File: src/rtl/modn_cnt_pkg.sv
// Shared constants for the mod-N up/down counter: count direction and boundary mode.
package modn_cnt_pkg;
   localparam bit DIR_UP    = 1'b1;
   localparam bit DIR_DN    = 1'b0;
   localparam int MODE_WRAP = 0;
   localparam int MODE_SAT  = 1;
endpackage

File: src/rtl/mod_n_updown_counter.sv
// Mod-N up/down counter with parallel load, wrap or saturate at the boundary, and cascade carry.
// Define MODN_CNT_LOAD_CHECK_EN to get a sticky load_err flag for out-of-range loads.
module mod_n_updown_counter
   import modn_cnt_pkg::*;
#(
   parameter int WIDTH = 8,
   parameter int MOD   = 47,
   parameter int SAT   = MODE_WRAP
) (
   input  logic             clk,
   input  logic             rst,
   input  logic             en,
   input  logic             up_dn,
   input  logic             load,
   input  logic [WIDTH-1:0] data,
   output logic [WIDTH-1:0] count,
   output logic             tc,
   output logic             wrap,
   output logic             load_err
);

   generate
      if (MOD < 2 || MOD > (2 ** WIDTH)) begin : g_bad_mod
         $error("mod_n_updown_counter: MOD must lie in 2..2**WIDTH");
      end
   endgenerate

   // State is held one bit wider so MOD = 2**WIDTH compares cleanly; the top bit is always 0.
   localparam logic [WIDTH:0] TOP   = (WIDTH+1)'(MOD - 1);
   localparam logic [WIDTH:0] MOD_W = (WIDTH+1)'(MOD);

   logic [WIDTH:0] cnt_q;
   logic [WIDTH:0] cnt_nxt;
   logic [WIDTH:0] data_w;
   logic           at_top;
   logic           at_bot;
   logic           load_ok;

   assign data_w  = {1'b0, data};
   assign at_top  = (cnt_q == TOP);
   assign at_bot  = (cnt_q == '0);
   assign load_ok = (data_w < MOD_W);
   assign count   = cnt_q[WIDTH-1:0];
   assign tc      = en & ~load & ((up_dn == DIR_UP) ? at_top : at_bot);

   always_comb begin
      cnt_nxt = cnt_q;
      if (load) begin
         if (load_ok) cnt_nxt = data_w;
      end else if (en) begin
         if (up_dn == DIR_UP) begin
            if (at_top) cnt_nxt = (SAT == MODE_SAT) ? TOP : '0;
            else        cnt_nxt = cnt_q + 1'b1;
         end else begin
            if (at_bot) cnt_nxt = (SAT == MODE_SAT) ? '0 : TOP;
            else        cnt_nxt = cnt_q - 1'b1;
         end
      end
   end

   always_ff @(posedge clk or negedge rst) begin
      if (!rst) begin
         cnt_q <= '0;
         wrap  <= 1'b0;
      end else begin
         cnt_q <= cnt_nxt;
         wrap  <= tc;
      end
   end

`ifdef MODN_CNT_LOAD_CHECK_EN
   always_ff @(posedge clk or negedge rst) begin
      if (!rst)                load_err <= 1'b0;
      else if (load && !load_ok) load_err <= 1'b1;
   end
`else
   assign load_err = 1'b0;
`endif

endmodule

File: config.mk
export PLATFORM = sky130hd
export DESIGN_NAME = mod_n_updown_counter
export DESIGN_NICKNAME = d
export VERILOG_FILES = /design/src/rtl/modn_cnt_pkg.sv /design/src/rtl/mod_n_updown_counter.sv
export SDC_FILE = /design/constraint.sdc
export NUM_CORES = 1
export LEC_CHECK = 0
export CAP_MARGIN = 0
export CORE_ASPECT_RATIO = 0.8
export CORE_UTILIZATION = 45
export CTS_CLUSTER_DIAMETER = 100
export DETAILED_ROUTE_END_ITERATION = 12
export HOLD_SLACK_MARGIN = 0.15
export PLACE_DENSITY = 0.83
export SLEW_MARGIN = 0
export SYNTH_ARGS = -nofsm -noshare
export SYNTH_HDL_FRONTEND = slang
export SYNTH_SLANG_ARGS = --single-unit
File: constraint.sdc
create_clock -name clk -period 2.65 [get_ports clk]
set_input_delay 0.53 -clock clk [delete_from_list [all_inputs] [get_ports clk]]
set_output_delay 0.53 -clock clk [all_outputs]
set_load 0.02 [all_outputs]
==> results.rst, run 1 <==
Synthesis and place-and-route
=============================

.. list-table::
   :header-rows: 1

   * - Metric
     - Value
   * - Total via count in the routed design
     - 1,194
   * - Number of global-route vias before repair
     - 1,081
   * - Clock buffer instance count of the final layout
     - 3
   * - Setup repair bufs after CTS
     - 0
   * - Leading post-synthesis cells by cell area
     - sky130_fd_sc_hd__dfrtp_1, sky130_fd_sc_hd__buf_4, sky130_fd_sc_hd__nor2_1, sky130_fd_sc_hd__ha_1, sky130_fd_sc_hd__o31ai_1
   * - Origin of the worst min-delay path
     - cnt_q[8]$_DFFE_PN0P_
   * - Switching Share
     - 43.3%
   * - Final worst hold slack
     - 0.552 ns
   * - Critical path's top delay family
     - simple AND/OR/NAND/NOR gates
   * - Number of enable flip-flop cells
     - 0
   * - GRT Total Usage
     - 26.4%
   * - WS Path Type
     - register to output pin
   * - Critical-path cell with the highest stage delay
     - sky130_fd_sc_hd__or4b_1
   * - GR peak layer
     - met2
   * - Pwr per Cell Area
     - 541 nW/µm²
   * - Async SR Flop Fraction
     - 100%
   * - Crit Reg-Reg Startpoint
     - cnt_q[0]$_DFFE_PN0P_
   * - Fraction of cell area in non-clock buffers
     - 25.9%
   * - XOR/XNOR Fraction of Synth Area
     - 0.828%
   * - Top-level I/O count
     - 24
   * - Clock group total power
     - 108 µW
   * - Number of violations of the max-capacitance limit
     - 0
   * - GR Overflow Total
     - 0
   * - Count of clock tree sinks
     - 10
   * - CTS max path bufs
     - 2
   * - Root cell of the clock tree
     - sky130_fd_sc_hd__clkbuf_4
   * - Proportion of synthesized area in mux cells
     - 2.96%
   * - Post-route met1 wirelength
     - 1360 µm
   * - Register area
     - 250 µm²
   * - Clock tree from TritonCTS
     - done
   * - Yosys warns
     - 0
   * - Seq/total area
     - 18.3%
   * - Number of cells on the worst hold path
     - 1
   * - Area fraction in full adders, half adders and majority gates
     - 3.55%
   * - Power share of the clock group
     - 14.7%
   * - Post-synthesis average cell area
     - 7.83 µm²
   * - Effective utilization at floorplan
     - 48.6%
   * - Number of library cell types mapped by synthesis
     - 46
   * - Worst Skew
     - 0.00168 ns
   * - Data arrival at the endpoint of the critical path
     - 2.05 ns
   * - Largest net degree at the start of global routing
     - 15
   * - # resized after CTS
     - 5
   * - Outcome
     - complete, no violations
   * - Clock input transition at the sequential cells of the worst setup and hold paths
     - 0.07 ns
   * - Clk latency late pin
     - 0.27 ns
   * - Net count of the finished layout
     - 177
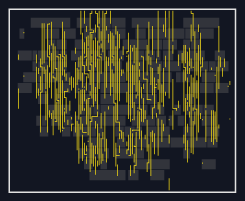
Figure 1: run 1, metal 2.
Scale: 4 px per µm. Cells faint in the background.
wire length on this layer	1,490 µm
longest straight run	22.1 µm
main direction	vertical

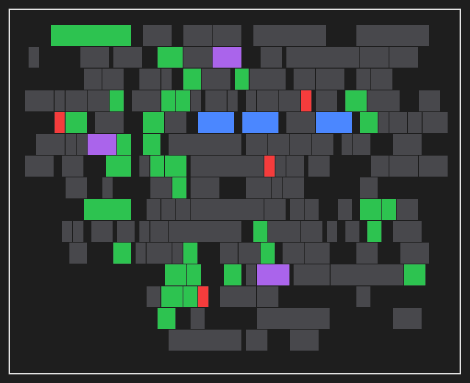
Figure 2: run 1, gate-type map.
Scale: 8 px per µm.
family	color	cells	most used
adder and majority cells	blue	3	ha_1
multiplexers	purple	3	mux2i_1
inverters	red	4	inv_1
inverting AOI/OAI gates	green	32	a21oi_1
multi-input gate share of total cell area: 50.7%
number of cells in the finished layout apart from fillers: 184
most common cell after layout, fill and taps aside: sky130_fd_sc_hd__clkdlybuf4s50_1

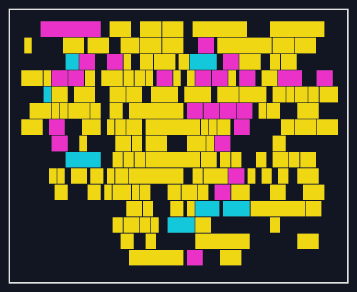
Figure 3: run 1, drive-strength map.
Scale: 6 px per µm.
size	color	cells
drive 2	cyan	7
drive 3 to 4	magenta	24
drive 1 or less	yellow	128
smallest setup slack after layout: 0.0675 ns
Final Cell Area: 1360 µm²
synthesis-to-layout area growth: 29.0%
count of plain and timing-repair buffers: 40

==> inputs of run 2 (changes only) <==
Settings changed: CORE_MARGIN set to 3.
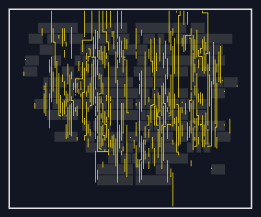
Figure 4: run 2, metal 2.
Scale: 4 px per µm. Cells faint in the background.
main direction	vertical
nets with wire on the layer	152
longest straight run	25.5 µm
wire length on this layer	1,310 µm

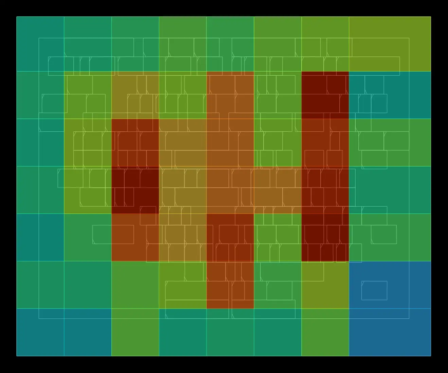
Figure 5: run 2, routing congestion.
GRT Total Usage: 20.9%
GR peak layer: met2
fraction of met3 tracks used by global routing: 2.65%
final cell utilization of the core: 60.6%

==> results.rst, run 2 <==
Synthesis and place-and-route
=============================

.. list-table::
   :header-rows: 1

   * - Metric
     - Value
   * - Outcome
     - complete, no violations
   * - GR Overflow Total
     - 0
   * - Fraction of cell area in non-clock buffers
     - 24.1%
   * - Data arrival at the endpoint of the critical path
     - 2.01 ns
   * - Number of global-route vias before repair
     - 1,044
   * - Power share of the clock group
     - 14.6%
   * - Final Cell Area
     - 1330 µm²
   * - Pwr per Cell Area
     - 540 nW/µm²
   * - Effective utilization at floorplan
     - 48.1%
   * - Hold path endpoint
     - cnt_q[8]$_DFFE_PN0P_
   * - Post-synthesis average cell area
     - 7.83 µm²
   * - Multi-input gate share of total cell area
     - 52.0%
   * - Number of library cell types mapped by synthesis
     - 46
   * - XOR/XNOR Fraction of Synth Area
     - 0.828%
   * - Number of cells on the worst hold path
     - 1
   * - Proportion of synthesized area in mux cells
     - 2.96%
   * - Yosys warns
     - 0
   * - Clock group total power
     - 105 µW
   * - Origin of the worst min-delay path
     - cnt_q[8]$_DFFE_PN0P_
   * - Gate count after technology mapping
     - 135
   * - Setup repair bufs after CTS
     - 0
   * - #MultiIn Comb
     - 102
   * - Number of enable flip-flop cells
     - 0
   * - Async SR Flop Fraction
     - 100%
   * - Smallest setup slack after layout
     - 0.110 ns
   * - Count of clock tree sinks
     - 10
   * - Crit Reg-Reg Startpoint
     - cnt_q[0]$_DFFE_PN0P_
   * - Worst Skew
     - 0.000749 ns
   * - Largest net degree at the start of global routing
     - 15
   * - CTS max path bufs
     - 2
   * - Top-level I/O count
     - 24
   * - Seq/total area
     - 18.8%
   * - Synthesis-to-layout area growth
     - 25.9%
   * - Root cell of the clock tree
     - sky130_fd_sc_hd__clkbuf_4
   * - Leading post-synthesis cells by cell area
     - sky130_fd_sc_hd__dfrtp_1, sky130_fd_sc_hd__buf_4, sky130_fd_sc_hd__nor2_1, sky130_fd_sc_hd__ha_1, sky130_fd_sc_hd__o31ai_1
   * - Clock tree from TritonCTS
     - done
   * - Most common cell after layout, fill and taps aside
     - sky130_fd_sc_hd__clkdlybuf4s50_1
   * - Area fraction in full adders, half adders and majority gates
     - 3.55%
   * - Clk latency late pin
     - 0.26 ns
   * - Flop Count
     - 10
   * - Number of nets at floorplan
     - 151
   * - Critical-path cell with the highest stage delay
     - sky130_fd_sc_hd__or4b_1
   * - Number of violations of the max-capacitance limit
     - 0
   * - WS Path Type
     - register to output pin
   * - Number of cells in the finished layout apart from fillers
     - 180
   * - Net count of the finished layout
     - 173
   * - Final worst hold slack
     - 0.536 ns
   * - Post-route met1 wirelength
     - 1300 µm
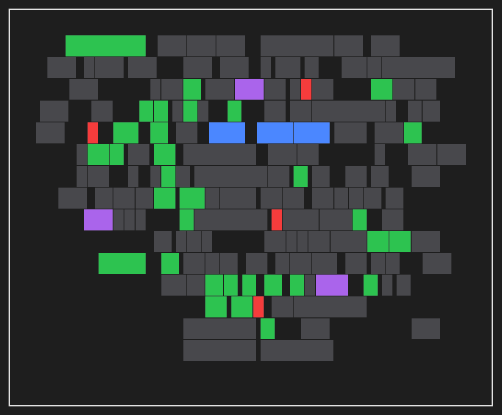
Figure 6: run 2, gate-type map.
Scale: 8 px per µm.
family	color	cells	most used
inverting AOI/OAI gates	green	32	a21oi_1
adder and majority cells	blue	3	ha_1
multiplexers	purple	3	mux2i_1
inverters	red	4	inv_1

==> inputs of run 3 (changes only) <==
Settings changed: ABC_AREA set to 0, ABC_CLOCK_PERIOD_IN_PS set to 2650, TNS_END_PERCENT set to 30.
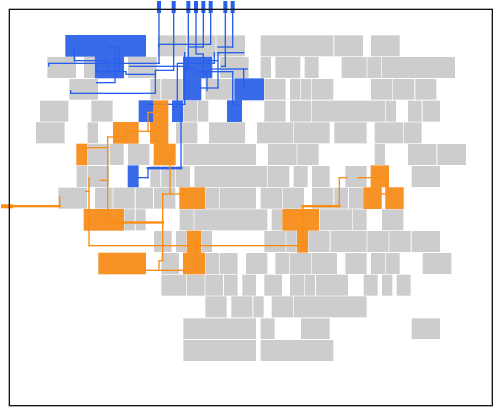
Figure 7: run 3, nets reached from selected ports.
Scale: 8 px per µm.
port	color	direction	end cells	buffers	wire
up_dn	orange	input	16	3	129 µm
data	blue	input	9	8	193 µm
top-level I/O count: 24
Buffers on Ports: 22

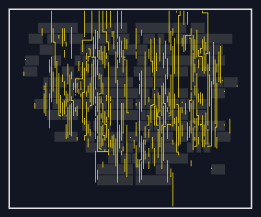
Figure 8: run 3, metal 2.
Scale: 4 px per µm. Cells faint in the background.
main direction	vertical
share of all routed wire	46%

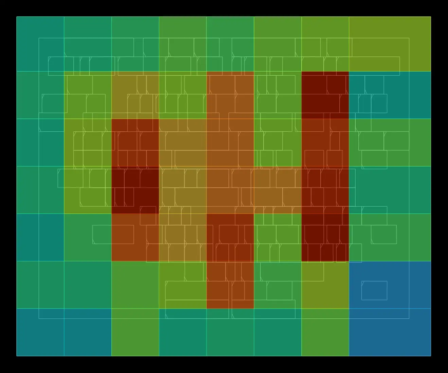
Figure 9: run 3, routing congestion.
met2 Track Usage GR: 30.8%
per-cell routed wire length: 16.0 µm
met1 Resource Use GR: 29.7%

==> results.rst, run 3 <==
Synthesis and place-and-route
=============================

.. list-table::
   :header-rows: 1

   * - Metric
     - Value
   * - Yosys warns
     - 0
   * - Outcome
     - complete, no violations
   * - Number of violations of the max-capacitance limit
     - 0
   * - Number of enable flip-flop cells
     - 0
   * - Multi-input gate share of total cell area
     - 52.0%
   * - Clk latency late pin
     - 0.26 ns
   * - Origin of the worst min-delay path
     - cnt_q[8]$_DFFE_PN0P_
   * - WS Path Type
     - register to output pin
   * - Post-route met1 wirelength
     - 1300 µm
   * - Clock group total power
     - 105 µW
   * - Most common cell after layout, fill and taps aside
     - sky130_fd_sc_hd__clkdlybuf4s50_1
   * - Area fraction in full adders, half adders and majority gates
     - 3.55%
   * - Post-synthesis average cell area
     - 7.83 µm²
   * - Seq/total area
     - 18.8%
   * - Count of clock tree sinks
     - 10
   * - Total via count in the routed design
     - 1,142
   * - Largest net degree at the start of global routing
     - 15
   * - Number of cells on the worst hold path
     - 1
   * - Net count of the finished layout
     - 173
   * - Switching Share
     - 42.3%
   * - Clock input transition at the sequential cells of the worst setup and hold paths
     - 0.06 ns
   * - Setup repair bufs after CTS
     - 0
   * - XOR/XNOR Fraction of Synth Area
     - 0.828%
   * - Final worst hold slack
     - 0.536 ns
   * - Root cell of the clock tree
     - sky130_fd_sc_hd__clkbuf_4
   * - Critical-path cell with the highest stage delay
     - sky130_fd_sc_hd__or4b_1
   * - Crit Reg-Reg Startpoint
     - cnt_q[0]$_DFFE_PN0P_
   * - Register area
     - 250 µm²
   * - Hold path endpoint
     - cnt_q[8]$_DFFE_PN0P_
   * - GR Overflow Total
     - 0
   * - Fraction of cell area in non-clock buffers
     - 24.1%
   * - Proportion of synthesized area in mux cells
     - 2.96%
   * - Leading post-synthesis cells by cell area
     - sky130_fd_sc_hd__dfrtp_1, sky130_fd_sc_hd__buf_4, sky130_fd_sc_hd__nor2_1, sky130_fd_sc_hd__ha_1, sky130_fd_sc_hd__o31ai_1
   * - Number of nets at floorplan
     - 151
   * - Smallest setup slack after layout
     - 0.110 ns
   * - Gate count after technology mapping
     - 135
   * - Critical path's top delay family
     - simple AND/OR/NAND/NOR gates
No activity file was given, so power comes from the tool's default toggle rates.
